## config.mk

```make
export PLATFORM = sky130hd
export DESIGN_NAME = register_file
export DESIGN_NICKNAME = d
export VERILOG_FILES = /design/src/rtl/register_file_pkg.sv /design/src/rtl/register_file_reg.sv /design/src/rtl/register_file.sv
export SDC_FILE = /design/constraint.sdc
export NUM_CORES = 1
export LEC_CHECK = 0
export CORE_ASPECT_RATIO = 1.1
export CORE_MARGIN = 2
export CORE_UTILIZATION = 40
export DETAILED_ROUTE_END_ITERATION = 8
export GPL_TIMING_DRIVEN = 0
export SLEW_MARGIN = 40
export SYNTH_ARGS = -nofsm -noshare
export SYNTH_HDL_FRONTEND = slang
export SYNTH_HIERARCHICAL = 1
export SYNTH_SLANG_ARGS = --single-unit
```

## constraint.sdc

```tcl
create_clock -name clk -period 3.19 [get_ports clk]
set_input_delay 0.319 -clock clk [delete_from_list [all_inputs] [get_ports clk]]
set_output_delay 0.319 -clock clk [all_outputs]
set_load 0.02 [all_outputs]
```

## src/rtl/register_file_pkg.sv

```systemverilog
// Shared constants and the word type for the 8 x 32-bit register file.
package register_file_pkg;
   localparam int RF_DATA_WIDTH = 32;
   localparam int RF_ADDR_WIDTH = 3;
   localparam int RF_DEPTH      = 8;

   typedef logic [RF_DATA_WIDTH-1:0] rf_word_t;
endpackage

```

## src/rtl/register_file_reg.sv

```systemverilog
// One storage word: async active-low clear, loads i_d on a clock edge when i_load is high.
module register_file_reg
   import register_file_pkg::*;
#(
   parameter int DATA_WIDTH = RF_DATA_WIDTH
) (
   input  logic                  clk,
   input  logic                  reset_n,
   input  logic                  i_load,
   input  logic [DATA_WIDTH-1:0] i_d,
   output logic [DATA_WIDTH-1:0] o_q
);

   logic [DATA_WIDTH-1:0] r_q;

   // Word storage; clear takes effect immediately, without waiting for a clock edge.
   always_ff @(posedge clk or negedge reset_n) begin
      if (!reset_n) begin
         r_q <= '0;
      end else if (i_load) begin
         r_q <= i_d;
      end else begin
         r_q <= r_q;
      end
   end

   assign o_q = r_q;

endmodule

```

## src/rtl/register_file.sv

```systemverilog
// 8 x 32-bit register file: one synchronous write port, one combinational read port.
module register_file
   import register_file_pkg::*;
#(
   parameter int DATA_WIDTH = RF_DATA_WIDTH,
   parameter int ADDR_WIDTH = RF_ADDR_WIDTH,
   parameter int DEPTH      = RF_DEPTH
) (
   input  logic                  clk,
   input  logic                  reset_n,
   input  logic                  we,
   input  logic [ADDR_WIDTH-1:0] wAddr,
   input  logic [DATA_WIDTH-1:0] wData,
   input  logic [ADDR_WIDTH-1:0] rAddr,
   output logic [DATA_WIDTH-1:0] rData
);

   logic [DEPTH-1:0]      w_load;
   logic [DATA_WIDTH-1:0] w_q [DEPTH];

   // Write-address decoder: one-hot load enable, all zero when we is low.
   always_comb begin
      w_load = '0;
      if (we) begin
         w_load[wAddr] = 1'b1;
      end else begin
         w_load = '0;
      end
   end

   for (genvar g = 0; g < DEPTH; g++) begin : g_regs
      register_file_reg #(
         .DATA_WIDTH (DATA_WIDTH)
      ) u_reg (
         .clk     (clk),
         .reset_n (reset_n),
         .i_load  (w_load[g]),
         .i_d     (wData),
         .o_q     (w_q[g])
      );
   end

   // Read multiplexer: follows stored contents directly, no bypass of wData.
   always_comb begin
      rData = w_q[rAddr];
   end

endmodule

```

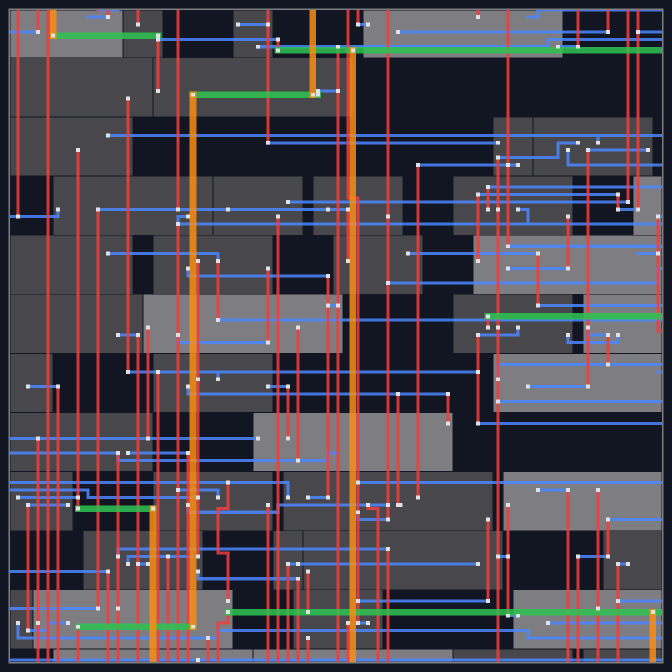
Figure 1: a small window of the routed layout.
Region (73, 81) to (103, 111) µm. Cells in grey, sequential cells in the stronger grey; small squares are vias.
[M4] orange
[M2] red
[M3] green
[M1] blue
netlist names of flops here include: `g_regs.u_reg/o_q` (9)
most frequent: dfrtp_1 (9), mux2_4 (8), buf_12 (6)
cells with their middle in the window: 34
sequential cells in the window: 9

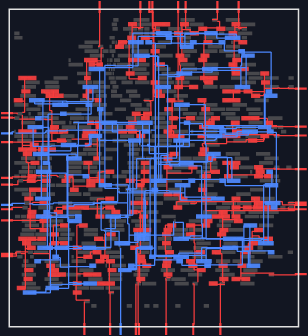
Figure 2: port wiring.
[`wData`] red | bits: 32 | direction: input | edge: 9 left, 8 right, 8 top, 7 bottom | end cells: 256 | buffers: 32 | wire: 2850 µm
[`rAddr`] blue | bits: 3 | direction: input | edge: 2 left, 1 bottom | end cells: 96 | buffers: 18 | wire: 4450 µm
num ports: 73
port buffer count: 69

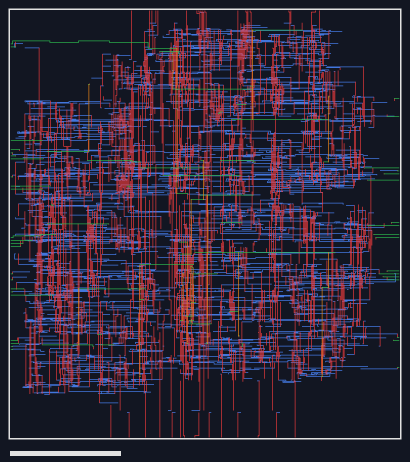
Figure 3: routed metal, one colour a layer.
Bar = 50 µm.
[M1] blue | wire length: 13300 µm
[M3] green | wire length: 862 µm
[M2] red | wire length: 14200 µm
[M4] orange | wire length: 572 µm

==> results.json <==
{
  "synth_area_per_cell_um2": 19.2,
  "finalHoldWorstSlack_ns": 0.280,
  "regArea_mm2": 0.00641,
  "cts_sinks": 256,
  "crit_path_start_kind": "input pin",
  "cellPowerDensity_mw_per_mm2": 663,
  "crit_family": "buffers and inverters",
  "grt_pass1_wl_mm": 45.4,
  "cap_violations": 0,
  "final_cell_area_mm2": 0.0152,
  "routed_wl_mm": 28.9,
  "drive_above_1_share_pct": 51.6,
  "dp_slack_ns": 0.355,
  "setup_viol": 0,
  "switching_share_pct": 25.0,
  "dp_hpwl_mm": 18.5,
  "clockRootBuffer": "clkbuf_16",
  "fin_nets": 816,
  "grt_overflow": 0,
  "path_cells": "clkbuf_1, buf_2, mux4_1, mux2_2, clkdlybuf4s50_1",
  "hold_viol_final": 0,
  "cp_num_cells": 5,
  "critPathCaptureType": "output pin",
  "path_clk_slew_ns": 0.06,
  "cts_resized": 0,
  "ys_warn_count": 6,
  "fin_crit_ns": 2.82,
  "ys_cells": 671,
  "chipHeight_um": 192,
  "fmax_ghz": 0.355,
  "hp-class": "input pin to asynchronous set/reset pin",
  "combPwrFrac_pct": 23.7,
  "ant_nets": 0,
  "h-tree-depth": 1,
  "numCtsBuffers": 29,
  "antenna_found_initial": 1,
  "combGateArea_mm2": 0.00579,
  "ys_ff": 256,
  "run_status": "complete, no violations",
  "syn-num-nets": 712,
  "cp_data_required_time_ns": 2.87,
  "cts_tree": "yes",
  "p_clk_share_pct": 32.7,
  "warnings": 26,
  "crit_slowest_cell": "clkdlybuf4s50_1",
  "slowest_delay_ns": 0.55,
  "syn_inst": 671,
  "post_cts_buffers": 0,
  "core_area_mm2": 0.0316,
  "die_x_um": 175
}
through the flow:
stage                     std cells  power [W]  setup TNS (ns)
after floorplan                 671    0.00601               0
after global placement         1160    0.00665        -2055.94
after detailed placement       1163    0.00681               0
after CTS                      1214     0.0101               0
after global routing           1215     0.0105               0
final                          1215     0.0100               0
kinds of logic after synthesis:
family	count (synthesis)	synth area share, %
muxes	352	44.5
and+or+nand+nor	13	0.456
buffers and inverters	50	5.41
DFF	256	49.7
area by class of cell:
cell class	instances	area share, %
flip-flops and latches	256	42.3
multi-input cells	365	38.2
repair buffers	73	5.20
clock buffers	35	5.14
plain buffers	50	4.62
well taps	420	3.47
clock inverters	15	1.03
diodes	1	0.0165
metal layers:
metal  part of all wire [%]  track usage [%]  wire, µm  vias to the layer above
met5                      0                0         0                        -
met3                    3.0             2.17       861                       38
li1                       -                -         -                     2743
met1                     46             24.4     13300                     3460
met2                     49             29.2     14200                      118
met4                    2.0             4.84       571                        0
power groups by stage:
stage                     registers [W]  clock network [W]  logic (W)
after global routing            0.00446            0.00351    0.00253
after floorplan                 0.00425                  0    0.00177
final                           0.00437            0.00329    0.00238
after global placement          0.00434                  0    0.00232
after CTS                       0.00437            0.00337    0.00242
after detailed placement        0.00441                  0    0.00240
synthesized netlist by cell type:
cell | instances | share of area [%]
dfrtp_1 | 256 | 50
mux2_4 | 240 | 28
mux2_2 | 48 | 4.2
mux4_1 | 40 | 8.1
buf_12 | 24 | 3.7
mux4_2 | 24 | 4.2
buf_6 | 15 | 1.3
buf_2 | 6 | 0.23
nor2_1 | 6 | 0.17
buf_1 | 3 | 0.087
nand2b_1 | 3 | 0.15
clkbuf_1 | 2 | 0.058
nand2_1 | 2 | 0.058
nor3_1 | 2 | 0.078
layout by cell type (no fill, tap or decap), drive strengths merged:
| master | instances |
|---|---|
| nor2 | 6 |
| bufinv | 3 |
| inv | 1 |
| clkbuf | 37 |
| clkinv | 10 |
| nand2b | 3 |
| dfrtp | 256 |
| nor3 | 2 |
| diode | 1 |
| clkinvlp | 1 |
| mux2 | 288 |
| buf | 52 |
| clkdlybuf4s50 | 68 |
| nand2 | 2 |
| mux4 | 64 |
| dlygate4sd3 | 1 |
worst paths after layout:
| check | slack [ns] | start | to |
|---|---|---|---|
| worst max-delay path | 0.37 | rAddr[2] | rData[12] |
| worst min-delay path | 0.28 | reset_n | g_regs[2].u_reg/o_q[4] |
| worst max register to register | 2.39 | g_regs[5].u_reg/o_q[12] | g_regs[5].u_reg/o_q[12] |
| worst min register to register | 0.50 | g_regs[1].u_reg/o_q[7] | g_regs[1].u_reg/o_q[7] |
| max in group asynchronous | 1.87 | reset_n | g_regs[7].u_reg/o_q[11] |
| min in group clk | 0.50 | g_regs[1].u_reg/o_q[7] | g_regs[1].u_reg/o_q[7] |
Power figures rest on the tool's default switching activity, not on a simulated workload.
